<file path="src/rtl/stream_demux_pkg.sv">
// Shared constants and state encoding for the TS multiplex receive path.
// Encodings are fixed because state_mon exposes them to software.
package stream_demux_pkg;

  localparam logic [7:0] TS_SYNC_BYTE = 8'h47;
  localparam int         TS_PKT_LEN   = 188;
  localparam int         MUX_HDR_LEN  = 4;

  typedef enum logic [1:0] {
    ST_HUNT    = 2'd0,
    ST_PAYLOAD = 2'd1,
    ST_HEADER  = 2'd2,
    ST_DROP    = 2'd3
  } state_t;

  function automatic logic [3:0] ch_onehot(input logic [1:0] ch);
    return 4'b0001 << ch;
  endfunction

endpackage

</file>
<file path="src/rtl/stream_demux_hdr_capture.sv">
// Routing header capture: 4-byte shift register (newest byte enters at [31:24])
// plus a holding register that freezes the header when a packet is locked.
module stream_demux_hdr_capture (
  input  logic        SYS_CLK,
  input  logic        RST,
  input  logic        shift_en,
  input  logic [7:0]  byte_in,
  input  logic        latch_en,
  output logic [31:0] shreg,
  output logic [31:0] hdr
);

  always_ff @(posedge SYS_CLK or negedge RST) begin
    if (!RST) begin
      shreg <= '0;
      hdr   <= '0;
    end else begin
      if (shift_en) shreg <= {byte_in, shreg[31:8]};
      if (latch_en) hdr   <= shreg;
    end
  end

endmodule

</file>
<file path="src/rtl/stream_demux.sv">
// Receive-side demultiplexer: strips the routing header from each frame and
// steers the 188-byte TS packet into the channel FIFO selected by that header.
//
// state   | meaning
// HUNT    | no lock; waiting for a P_SYNC-qualified 0x47
// PAYLOAD | writing packet bytes to channel ch
// HEADER  | counting routing header bytes before the next sync
// DROP    | consuming a packet whose FIFO had no room
module stream_demux
  import stream_demux_pkg::*;
#(
  parameter int PKT_LEN = TS_PKT_LEN,
  parameter int HDR_LEN = MUX_HDR_LEN,
  parameter int CH_LSB  = 0
) (
  input  logic        SYS_CLK,
  input  logic        RST,
  input  logic [7:0]  DATA_IN,
  input  logic        D_VALID_IN,
  input  logic        P_SYNC_IN,
  input  logic [3:0]  FIFO_ROOM_OK,
  output logic [7:0]  DATA_OUT,
  output logic [3:0]  WR_REQ,
  output logic        P_SYNC_OUT,
  output logic [3:0]  PKT_DONE,
  output logic [3:0]  PKT_ABORT,
  output logic [31:0] HDR_OUT,
  output logic        HDR_VALID,
  output logic        ERR_SYNC,
  output logic [15:0] DROP_CNT,
  output logic [1:0]  state_mon
);

  localparam logic [7:0] LAST_IDX = 8'(PKT_LEN - 1);
  localparam logic [7:0] HDR_CNT  = 8'(HDR_LEN);

  state_t      state_q, state_d;
  logic [7:0]  cnt_q, cnt_d;
  logic [1:0]  ch_q, ch_d;
  logic [3:0]  done_pend_q, done_pend_d;
  logic [3:0]  wr_d, abort_d;
  logic        psync_d, err_d, hv_d, drop_inc;
  logic        shift_en, latch_en, start, sync_ok;
  logic [31:0] shreg;
  logic [1:0]  new_ch;

  assign sync_ok = P_SYNC_IN && (DATA_IN == TS_SYNC_BYTE);
  assign new_ch  = shreg[CH_LSB +: 2];

  stream_demux_hdr_capture u_hdr (
    .SYS_CLK  (SYS_CLK),
    .RST      (RST),
    .shift_en (shift_en),
    .byte_in  (DATA_IN),
    .latch_en (latch_en),
    .shreg    (shreg),
    .hdr      (HDR_OUT)
  );

  always_comb begin
    state_d     = state_q;
    cnt_d       = cnt_q;
    ch_d        = ch_q;
    done_pend_d = '0;
    wr_d        = '0;
    abort_d     = '0;
    psync_d     = 1'b0;
    err_d       = 1'b0;
    hv_d        = 1'b0;
    drop_inc    = 1'b0;
    start       = 1'b0;
    latch_en    = 1'b0;
    // an accepted sync byte is not shifted, so the captured header stays intact
    shift_en    = D_VALID_IN && !sync_ok &&
                  ((state_q == ST_HUNT) || (state_q == ST_HEADER));

    if (D_VALID_IN) begin
      unique case (state_q)
        ST_HUNT: begin
          if (sync_ok)        start = 1'b1;
          else if (P_SYNC_IN) err_d = 1'b1;
        end
        ST_PAYLOAD, ST_DROP: begin
          if (P_SYNC_IN) begin
            err_d = 1'b1;
            if (state_q == ST_PAYLOAD) abort_d = ch_onehot(ch_q);
            if (sync_ok) start = 1'b1;
            else         state_d = ST_HUNT;
          end else begin
            if (state_q == ST_PAYLOAD) wr_d = ch_onehot(ch_q);
            if (cnt_q == LAST_IDX) begin
              if (state_q == ST_PAYLOAD) done_pend_d = ch_onehot(ch_q);
              cnt_d   = '0;
              state_d = ST_HEADER;
            end else begin
              cnt_d = cnt_q + 8'd1;
            end
          end
        end
        ST_HEADER: begin
          if (P_SYNC_IN) begin
            if (cnt_q != HDR_CNT) err_d = 1'b1;
            if (sync_ok) start = 1'b1;
            else begin
              err_d   = 1'b1;
              state_d = ST_HUNT;
            end
          end else if (cnt_q == HDR_CNT) begin
            err_d   = 1'b1;
            state_d = ST_HUNT;
          end else begin
            cnt_d = cnt_q + 8'd1;
          end
        end
        default: state_d = ST_HUNT;
      endcase

      if (start) begin
        latch_en = 1'b1;
        hv_d     = 1'b1;
        ch_d     = new_ch;
        cnt_d    = 8'd1;
        if (FIFO_ROOM_OK[new_ch]) begin
          wr_d    = ch_onehot(new_ch);
          psync_d = 1'b1;
          state_d = ST_PAYLOAD;
        end else begin
          drop_inc = 1'b1;
          state_d  = ST_DROP;
        end
      end
    end
  end

  always_ff @(posedge SYS_CLK or negedge RST) begin
    if (!RST) begin
      state_q     <= ST_HUNT;
      cnt_q       <= '0;
      ch_q        <= '0;
      done_pend_q <= '0;
      DATA_OUT    <= '0;
      WR_REQ      <= '0;
      P_SYNC_OUT  <= 1'b0;
      PKT_DONE    <= '0;
      PKT_ABORT   <= '0;
      HDR_VALID   <= 1'b0;
      ERR_SYNC    <= 1'b0;
      DROP_CNT    <= '0;
    end else begin
      state_q     <= state_d;
      cnt_q       <= cnt_d;
      ch_q        <= ch_d;
      done_pend_q <= done_pend_d;
      if (|wr_d) DATA_OUT <= DATA_IN;
      WR_REQ      <= wr_d;
      P_SYNC_OUT  <= psync_d;
      PKT_DONE    <= done_pend_q;
      PKT_ABORT   <= abort_d;
      HDR_VALID   <= hv_d;
      ERR_SYNC    <= err_d;
      if (drop_inc && (DROP_CNT != 16'hFFFF)) DROP_CNT <= DROP_CNT + 16'd1;
    end
  end

  assign state_mon = state_q;

endmodule

</file>
<file path="config.mk">
export PLATFORM = sky130hd
export DESIGN_NAME = stream_demux
export DESIGN_NICKNAME = d
export VERILOG_FILES = /design/src/rtl/stream_demux_pkg.sv /design/src/rtl/stream_demux_hdr_capture.sv /design/src/rtl/stream_demux.sv
export SDC_FILE = /design/constraint.sdc
export NUM_CORES = 1
export LEC_CHECK = 0
export ABC_AREA = 1
export ABC_CLOCK_PERIOD_IN_PS = 4000
export CAP_MARGIN = 40
export CORE_ASPECT_RATIO = 1.5
export CORE_MARGIN = 4
export CORE_UTILIZATION = 52
export DETAILED_ROUTE_END_ITERATION = 8
export GPL_TIMING_DRIVEN = 1
export PLACE_DENSITY = 0.82
export RECOVER_POWER = 50
export SETUP_SLACK_MARGIN = 0.15
export SLEW_MARGIN = 20
export SYNTH_ARGS = -nofsm -noshare
export SYNTH_HDL_FRONTEND = slang
export SYNTH_SLANG_ARGS = --single-unit
</file>
<file path="constraint.sdc">
create_clock -name SYS_CLK -period 4 [get_ports SYS_CLK]
set_input_delay 0.4 -clock SYS_CLK [delete_from_list [all_inputs] [get_ports SYS_CLK]]
set_output_delay 0.4 -clock SYS_CLK [all_outputs]
set_load 0.005 [all_outputs]
</file>
### Signal wires by layer

The bar under the picture is 20 um long.
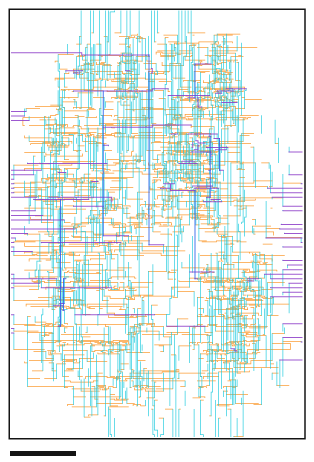
colour	layer	wire length
purple	met3	722 um
cyan	met2	5970 um
orange	met1	4730 um
blue	met4	213 um
drt wl/cell: 14.8 um
overall fraction of global-route tracks in use: 0.226
total number of vias: 4142
wirelength, routed: 11600 um

### Clock nets

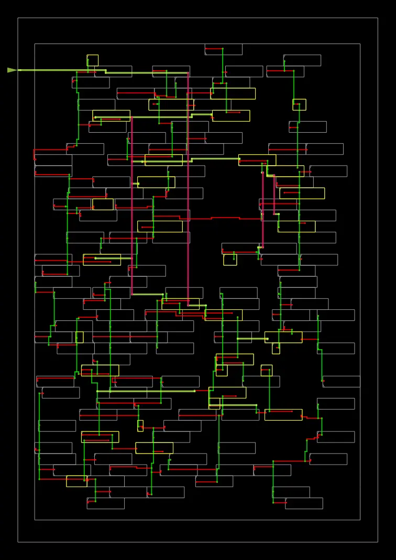
number of clock buffer instances in the layout: 20
Clock Sink Count: 117
Clock group: 1600 uW

### Clock wires, drivers and flops

The bar under the picture is 20 um long.
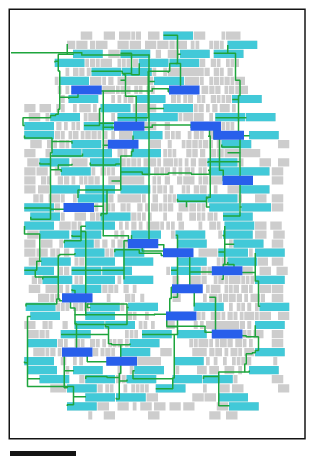
[cyan] flip-flops | count: 117
[blue] cells driving clock nets | count: 17
[green] clock wires | length: 1450 um
routed clock nets	18
worst clock skew on the final layout: 0.00818 ns
Clock Latency Late Sink: 0.40 ns
share of total power in the clock network: 0.465

==> reports/metrics.sh <==
SYNTH.DISTINCT_CELLS=32
MET3ROUTEDLENGTH_UM=721
USE_MET1=0.280
TOP_POWER_GROUP='the clock network'
ROUTED_LENGTH_ON_MET2_UM=5970
SYNTH.NET_COUNT=585
FINAL_DESIGN_INSTANCE_AREA_WITHOUT_FILL_SQ_MM=0.00667
POST_DRT_VIA_CELL_RATIO=5.27
NON_CLOCK_BUFFER_AREA_FRACTION_AFTER_LAYOUT=0.143
SYN_TO_FINAL_GROWTH_PCT=31.9
SH_COMB_AREA=0.260
PATH_BUFFERS=2
ASYNCSETRESETFLOPFRACSYNTH=1.00
POSTSYNTHAREAPERCELL_SQ_UM=8.94
P_TOTAL_uW=3450
POWER.STATIC_LEAKAGE_uW=0.00325
CRIT_TYPE='input pin to register'
FP.DIEH_UM=129
STATUS='finished, violations left'
MET2_USAGE=0.371
HOLDPATHEND='PKT_DONE[1]'
DETAILEDROUTE.FIRSTPASSITERATIONCOUNT=5
SYNTHCELLS=566
FINALNETCOUNT=680
DOMINANTREGCELLSYNTH='sky130_fd_sc_hd__dfrtp_1'
SYNTH.TOP_CELLS.BY_AREA='sky130_fd_sc_hd__dfrtp_1 (58%), sky130_fd_sc_hd__nand2_1 (11%), sky130_fd_sc_hd__inv_1 (5.0%)'
CHIPWIDTH_UM=88.5
WORST_HOLD_PATH_TYPE='register to register'
HPWLAFTERDP_UM=7910
WARNINGS=27
MAX-CAP-VIOLATIONS=1
FINAL_CRITICAL_PERIOD_NS=2.81
CRIT_START='DATA_IN[4]'
FINALNONFILLERCELLS=786
INITIAL_UTILIZATION=0.540
INITIALDRTVIOLATIONCOUNT=251
UNREPAIRED_SETUP_ENDPOINTS_AFTER_GLOBAL_ROUTING='false'
POWER_FRAC_COMB=0.125
SYNTH.YOSYS.NUM_CELLS=566
ANTENNA_FOUND_INITIAL=0
CLOCK_PATH_BUFFERS=2
NATURE_OF_THE_CRITICAL_PATH_STARTPOINT='input pin'
CTS.REPORTEDPATHS.CLKPINSLEW_NS=0.05
CP-ENDPOINT='DROP_CNT[8]'
CTS.HTREE.LEVELS=4
FINAL_CRITICAL_PATH_SETUP_SLACK_NS=1.19
WORSTREGTOREGCELLS=10
FINALHOLDWORSTSLACK_NS=0.348
SYNTH.LARGEST_AREA_CELL='sky130_fd_sc_hd__dfrtp_1'
GLOBAL_ROUTE_MET3_USAGE=0.0673
SYNTH-SEQ-AREA-SHARE=0.579
FLOORPLAN.CORE_AREA_SQ_MM=0.00936
FAILED_CHECKS='max-capacitance violations, max-slew violations'
CLK_SHARE=0.0951
PRE_CTS_WS_NS=1.46
HOLD_VIOLATIONS=0
POST-SYNTH-TOP-AREA-FRACTION=0.579
SLEW_HEADROOM=-0.0560
TIMING_MAX_TRANSITION_VIOLATIONS_FINAL=28
GRT_REMAINING_OVERFLOW=0
NUMBER_OF_PLACED_INSTANCES_TAPS_INCLUDED=752
REG2REG_TO='cnt_q[4]'
ACHIEVABLE_FREQUENCY_MHz=356
INVERTERS_EXCL_CLOCK=74
TRITONCTS.NUM_BUFFERS=17
POWER.SWITCHING_FRACTION=0.255
LAY_TOP_COUNT='sky130_fd_sc_hd__nand2_1'
CLOCKROOTBUFFER='sky130_fd_sc_hd__clkbuf_16'
CTS-HOLD-FIX-BUFFERS=1
PLACED_AREA_SQ_MM=0.00605
### Ports around the boundary

Pins as bars across the die edge, other pins in grey.
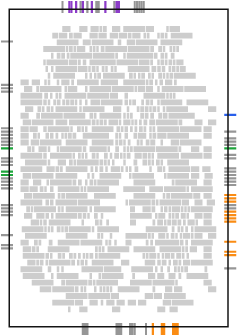
colour	port	pins	direction	edge
purple	DATA_OUT	8	output	top
orange	DROP_CNT	16	output	10 right, 6 bottom
green	FIFO_ROOM_OK	4	input	3 left, 1 right
blue	ERR_SYNC	1	output	right
all pins by edge	27 left, 27 right, 19 top, 16 bottom

### Register map, names as in the netlist

Other sequential cells in the stronger grey, the rest of the logic in the fainter grey.
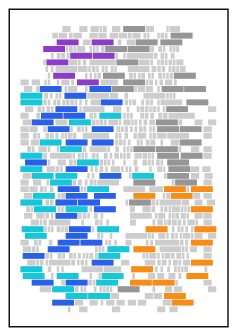
colour	signal	placed flops
cyan	u_hdr.hdr	31
purple	DATA_OUT	8
blue	u_hdr.shreg	32
orange	DROP_CNT	16
sequential cell area share: 0.439
final design utilization: 0.713
register area: 0.00293 sq mm
reported sequential group power: 1410 uW

[flip-flops by register name, indices dropped and copies added, names as in the netlist]
name,flops
DATA_OUT,8
DROP_CNT,16
ERR_SYNC,1
HDR_VALID,1
PKT_ABORT,4
PKT_DONE,4
P_SYNC_OUT,1
WR_REQ,4
ch_q,1
cnt_q,8
done_pend_q,4
state_mon,2
u_hdr.hdr,31
u_hdr.shreg,32
[cell families after synthesis]
family	share of synthesized area
fa+ha+maj	0.00742
compound gates	0.0824
flops	0.579
xor+xnor	0.0260
simple gates	0.233
buf+inv	0.0725
Power is estimated from default activity; no workload was simulated.
